`src/rtl/tick_scheduler_if.sv`:
```
// tick_scheduler_if: valid/ready channel-config port for tick_scheduler
interface tick_scheduler_if #(parameter int PER_W = 8);
    logic valid;
    logic ready;
    logic en;
    logic [1:0] ch;
    logic [PER_W-1:0] period;
    modport master(output valid, ch, en, period, input ready);
    modport slave(input valid, ch, en, period, output ready);
endinterface

```
`src/rtl/tick_scheduler.sv`:
```
// tick_scheduler: shared prescaler feeding four programmable tick/square channels
module tick_scheduler #(
    parameter int PRESCALE = 25000000,
    parameter int PRE_W = 25,
    parameter int PER_W = 8
) (
    input  logic clk,
    input  logic rst,
    input  logic start,
    input  logic stop,
    input  logic step,
    tick_scheduler_if.slave cfg,
    output logic running,
    output logic base_tick,
    output logic [3:0] tick,
    output logic [3:0] sq
);
    typedef enum logic {IDLE, RUN} state_t;
    localparam logic [PRE_W-1:0] PRE_MAX = PRE_W'(PRESCALE - 1);
    state_t state, state_n;
    logic [PRE_W-1:0] pre_cnt;
    logic [PER_W-1:0] ch_cnt [4];
    logic [PER_W-1:0] period [4];
    logic [3:0] en, wsel, adv, fire;
    logic bt, wr;
    // start in RUN maps back to RUN, so only stop needs priority
    always_comb begin
        state_n = stop ? IDLE : (start ? RUN : state);
        bt = state == RUN ? pre_cnt == PRE_MAX : step;
        wr = cfg.valid && cfg.ready;
        wsel = '0;
        adv = '0;
        fire = '0;
        for (int c = 0; c < 4; c++) begin
            wsel[c] = wr && cfg.ch == 2'(c);
            adv[c] = bt && en[c] && period[c] != '0;
            fire[c] = adv[c] && ch_cnt[c] == period[c] - PER_W'(1);
        end
    end
    always_ff @(posedge clk or posedge rst) begin
        if (rst) begin
            state <= IDLE;
            running <= 1'b0;
            pre_cnt <= '0;
            base_tick <= 1'b0;
            cfg.ready <= 1'b1;
        end else begin
            state <= state_n;
            running <= state_n == RUN;
            pre_cnt <= (state == RUN && state_n == RUN && pre_cnt != PRE_MAX) ? pre_cnt + PRE_W'(1) : '0;
            base_tick <= bt;
            cfg.ready <= !wr;
        end
    end
    // a config write to a channel overrides its terminal tick in the same cycle
    always_ff @(posedge clk or posedge rst) begin
        if (rst) begin
            en <= '0;
            tick <= '0;
            sq <= '0;
            for (int c = 0; c < 4; c++) begin
                ch_cnt[c] <= '0;
                period[c] <= '0;
            end
        end else begin
            tick <= fire & ~wsel;
            sq <= (sq ^ fire) & ~wsel;
            for (int c = 0; c < 4; c++) begin
                if (wsel[c]) begin
                    period[c] <= cfg.period;
                    en[c] <= cfg.en;
                    ch_cnt[c] <= '0;
                end else if (adv[c]) begin
                    ch_cnt[c] <= fire[c] ? '0 : ch_cnt[c] + PER_W'(1);
                end
            end
        end
    end
endmodule

```
`src/flat_wrapper.sv`:
```
// flat-port wrapper written by rule: the top's interface ports become plain ports
module tick_scheduler_flat 
#(
    parameter int PRESCALE = 25000000,
    parameter int PRE_W = 25,
    parameter int PER_W = 8
)
  (clk, rst, start, stop, step, running, base_tick, tick, sq, cfg_valid, cfg_ch, cfg_en, cfg_period, cfg_ready);
  tick_scheduler_if #(.PER_W(PER_W)) cfg_i ();
  input  logic clk;
  input  logic rst;
  input  logic start;
  input  logic stop;
  input  logic step;
  output logic running;
  output logic base_tick;
  output logic [3:0] tick;
  output logic [3:0] sq;
  input wire logic [$bits(cfg_i.valid)-1:0] cfg_valid;
  input wire logic [$bits(cfg_i.ch)-1:0] cfg_ch;
  input wire logic [$bits(cfg_i.en)-1:0] cfg_en;
  input wire logic [$bits(cfg_i.period)-1:0] cfg_period;
  output wire logic [$bits(cfg_i.ready)-1:0] cfg_ready;
  assign cfg_i.valid = cfg_valid;
  assign cfg_i.ch = cfg_ch;
  assign cfg_i.en = cfg_en;
  assign cfg_i.period = cfg_period;
  assign cfg_ready = cfg_i.ready;
  tick_scheduler #(.PRESCALE(PRESCALE), .PRE_W(PRE_W), .PER_W(PER_W)) u_core (.clk(clk), .rst(rst), .start(start), .stop(stop), .step(step), .cfg(cfg_i), .running(running), .base_tick(base_tick), .tick(tick), .sq(sq));
endmodule
```
`config.mk`:
```
export PLATFORM = sky130hd
export DESIGN_NAME = tick_scheduler_flat
export DESIGN_NICKNAME = d
export VERILOG_FILES = /design/src/rtl/tick_scheduler_if.sv /design/src/rtl/tick_scheduler.sv /design/src/flat_wrapper.sv
export SDC_FILE = /design/constraint.sdc
export NUM_CORES = 1
export LEC_CHECK = 0
export CAP_MARGIN = 20
export CORE_ASPECT_RATIO = 2
export CORE_MARGIN = 1
export CORE_UTILIZATION = 65
export CTS_CLUSTER_DIAMETER = 120
export DETAILED_ROUTE_END_ITERATION = 8
export PLACE_DENSITY = 0.85
export SETUP_SLACK_MARGIN = 0.02
export SYNTH_ARGS = -nofsm -noshare
export SYNTH_HDL_FRONTEND = slang
export SYNTH_SLANG_ARGS = --single-unit
```
`constraint.sdc`:
```
create_clock -name clk -period 7.05 [get_ports clk]
set_input_delay 1.0575 -clock clk [delete_from_list [all_inputs] [get_ports clk]]
set_output_delay 1.0575 -clock clk [all_outputs]
set_load 0.03 [all_outputs]
```
Routed clock nets over the placement:
Bar = 20 um.
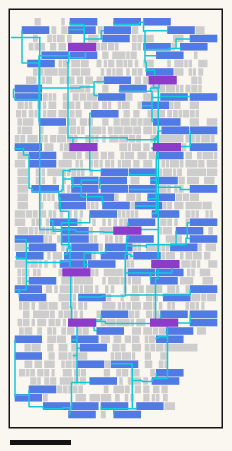
[cyan] clock wires | length: 1190 um
[purple] clock-net drivers | count: 9
[blue] flip-flops | count: 104
routed clock nets: 10

Pin placement:
Pins as bars across the die edge, other pins in gray.
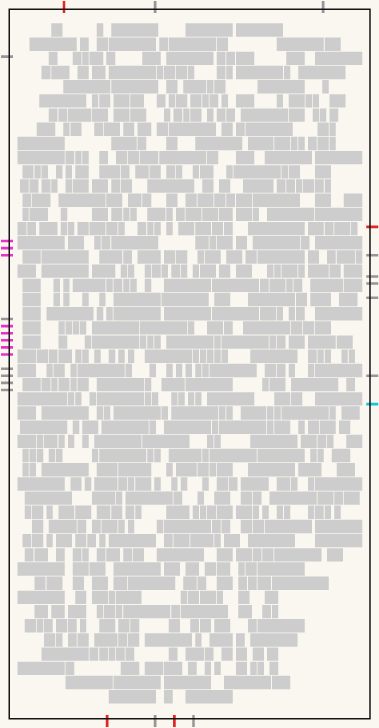
[red] sq | pins: 4 | direction: output | edge: 2 bottom, 1 top, 1 right
[magenta] cfg_period | pins: 8 | direction: input | edge: left
[cyan] rst | pins: 1 | direction: input | edge: right

Cell density map:
7 x 14 tiles, from white (low) to dark blue (high), 0 to 100% covered.
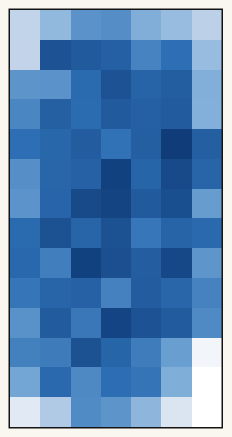
nearly empty tiles: 2.0%
fullest tile: 95%
tiles over 75% full: 52%
mean over tiles: 68%
emptiest ninth of the die: bottom right

M3 wires:
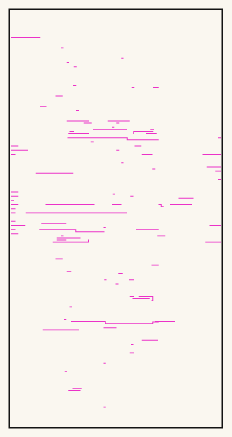
nets with wire on the layer: 60
share of all routed wire: 2.8%
wire length on this layer: 375 um
longest straight run: 32.7 um
main direction: horizontal

Placed standard cells:
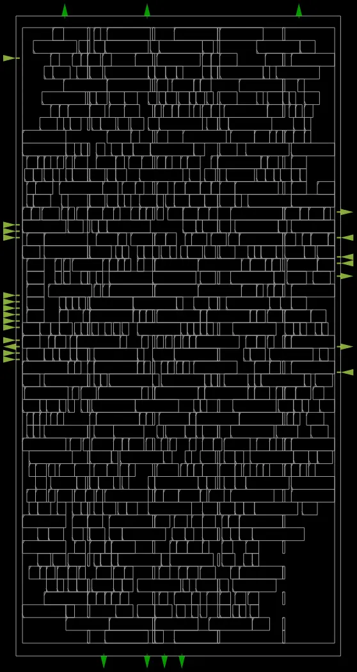
Core ar.: 8650 um^2
fillcell total: 650
num sequential: 104
Rows: 48
sequential share of cell area: 40.1%

==> flow_metrics.tcl <==
# yosys + openroad results
set metrics [dict create \
    highest_layer "met4" \
    place_congestion 0.943 \
    powerComb_mw 0.374 \
    hp-start "u_core.pre_cnt[0]" \
    layout_top_cell "nand2_1" \
    fin_util_pct 75.0 \
    numPortBuffers 27 \
    topCombFamilyByArea "simple AND/OR/NAND/NOR gates" \
    groute.usage.overall_pct 31.6 \
    fin_setup_tns_ns 0 \
    routed_wl_mm 13.4 \
    worst_slack_ns 4.20 \
    power.total_mw 1.71 \
    top_power_group "registers" \
    outcome "completed" \
    max_stage_delay_ns 0.75 \
    rsz0062_at_grt "no" \
    bufAreaShareNonClock_pct 4.51 \
    numSynthFlops 104 \
    finalSetupViolCount 0 \
    clock_buffers 14 \
    dpl_cell_area_um2 6140 \
    nNonClkInverters 20 \
    root_buffer "clkbuf_16" \
    finalHoldViolCount 0 \
    crit_start "cfg_ch[0]" \
    worst_slew_pin_slew_ns 0.971 \
    grt_antenna_before_repair 0 \
    yosys_cells 659 \
    arrival_ns 3.06 \
    pg_clk_mw 0.564 \
    clock_sinks 104 \
    combPwrFrac_pct 21.8 \
    grt.met2_usage_pct 56.4 \
    startpoint_type "input pin" \
    use_met1_pct 33.6 \
    clk_share_pct 5.30 \
    path_class "input pin to flop" \
    pwr.group.sequential_mw 0.775 \
    comb_area_share_pct 46.7 \
    rrSetupSlack_ns 4.39 \
    ys_warn_count 0 \
    crit_cells 5 \
    adder_share_pct 2.80 \
    yosys.cell_types.count 47 \
    syn_inst 659 \
    fp_nets 689 \
    top_area_cell "dfrtp_1" \
    htree_levels 3 \
    hpwl_mm 9.53 \
    r2r-start "u_core.period[8]" \
    timing.fmax_mhz 351 \
    ys_sh_aoi_pct 7.68 \
    clock_latency_ns 0.35 \
    period_used_pct 40.4 \
    clkTransAtPathRegs_ns 0.06 \
    ctsResizeCount 0 \
    p_seq_share_pct 45.2 \
    synthSimpleGateAreaFrac_pct 31.1 \
    antenna_left 0 \
    antennaDiodeCount 0 \
    postCtsSetupBuffers 0 \
    viasPerCell 6.27 \
    drt_iter0_markers 325 \
    logic_gates 513 \
    ys_area_um2 5810 \
    finClkSkew_ns 0.00949 \
    power.density_nw_per_um2 264 \
    hold_class "flop to flop" \
    cp_top_family "simple AND/OR/NAND/NOR gates" \
    fp_util_pct 67.2 \
    met3_usage_pct 4.63 \
    die_width_um 68.9 \
    relSlewSlack_pct 35.0 \
    wl_met2_mm 7.40 \
    layout.cells.non_filler 783 \
    end_kind "flop" \
    clkPwrFrac_pct 32.9 \
    seq_area_um2 2600 \
    warnings 30 \
    crit_end "u_core.ch_cnt[2]" \
    most_common_cell "nand2_1" \
    drive_gt1_share_pct 5.71 \
    vias 4910 \
    largestRegisters "u_core.ch_cnt: 32 flops, u_core.period: 32 flops, u_core.pre_cnt: 25 flops" \
    non_clock_buffer_count 30 \
    path_buffers 1 \
    wl_per_cell_um 17.1 \
    clockBufferDepth 2 \
]
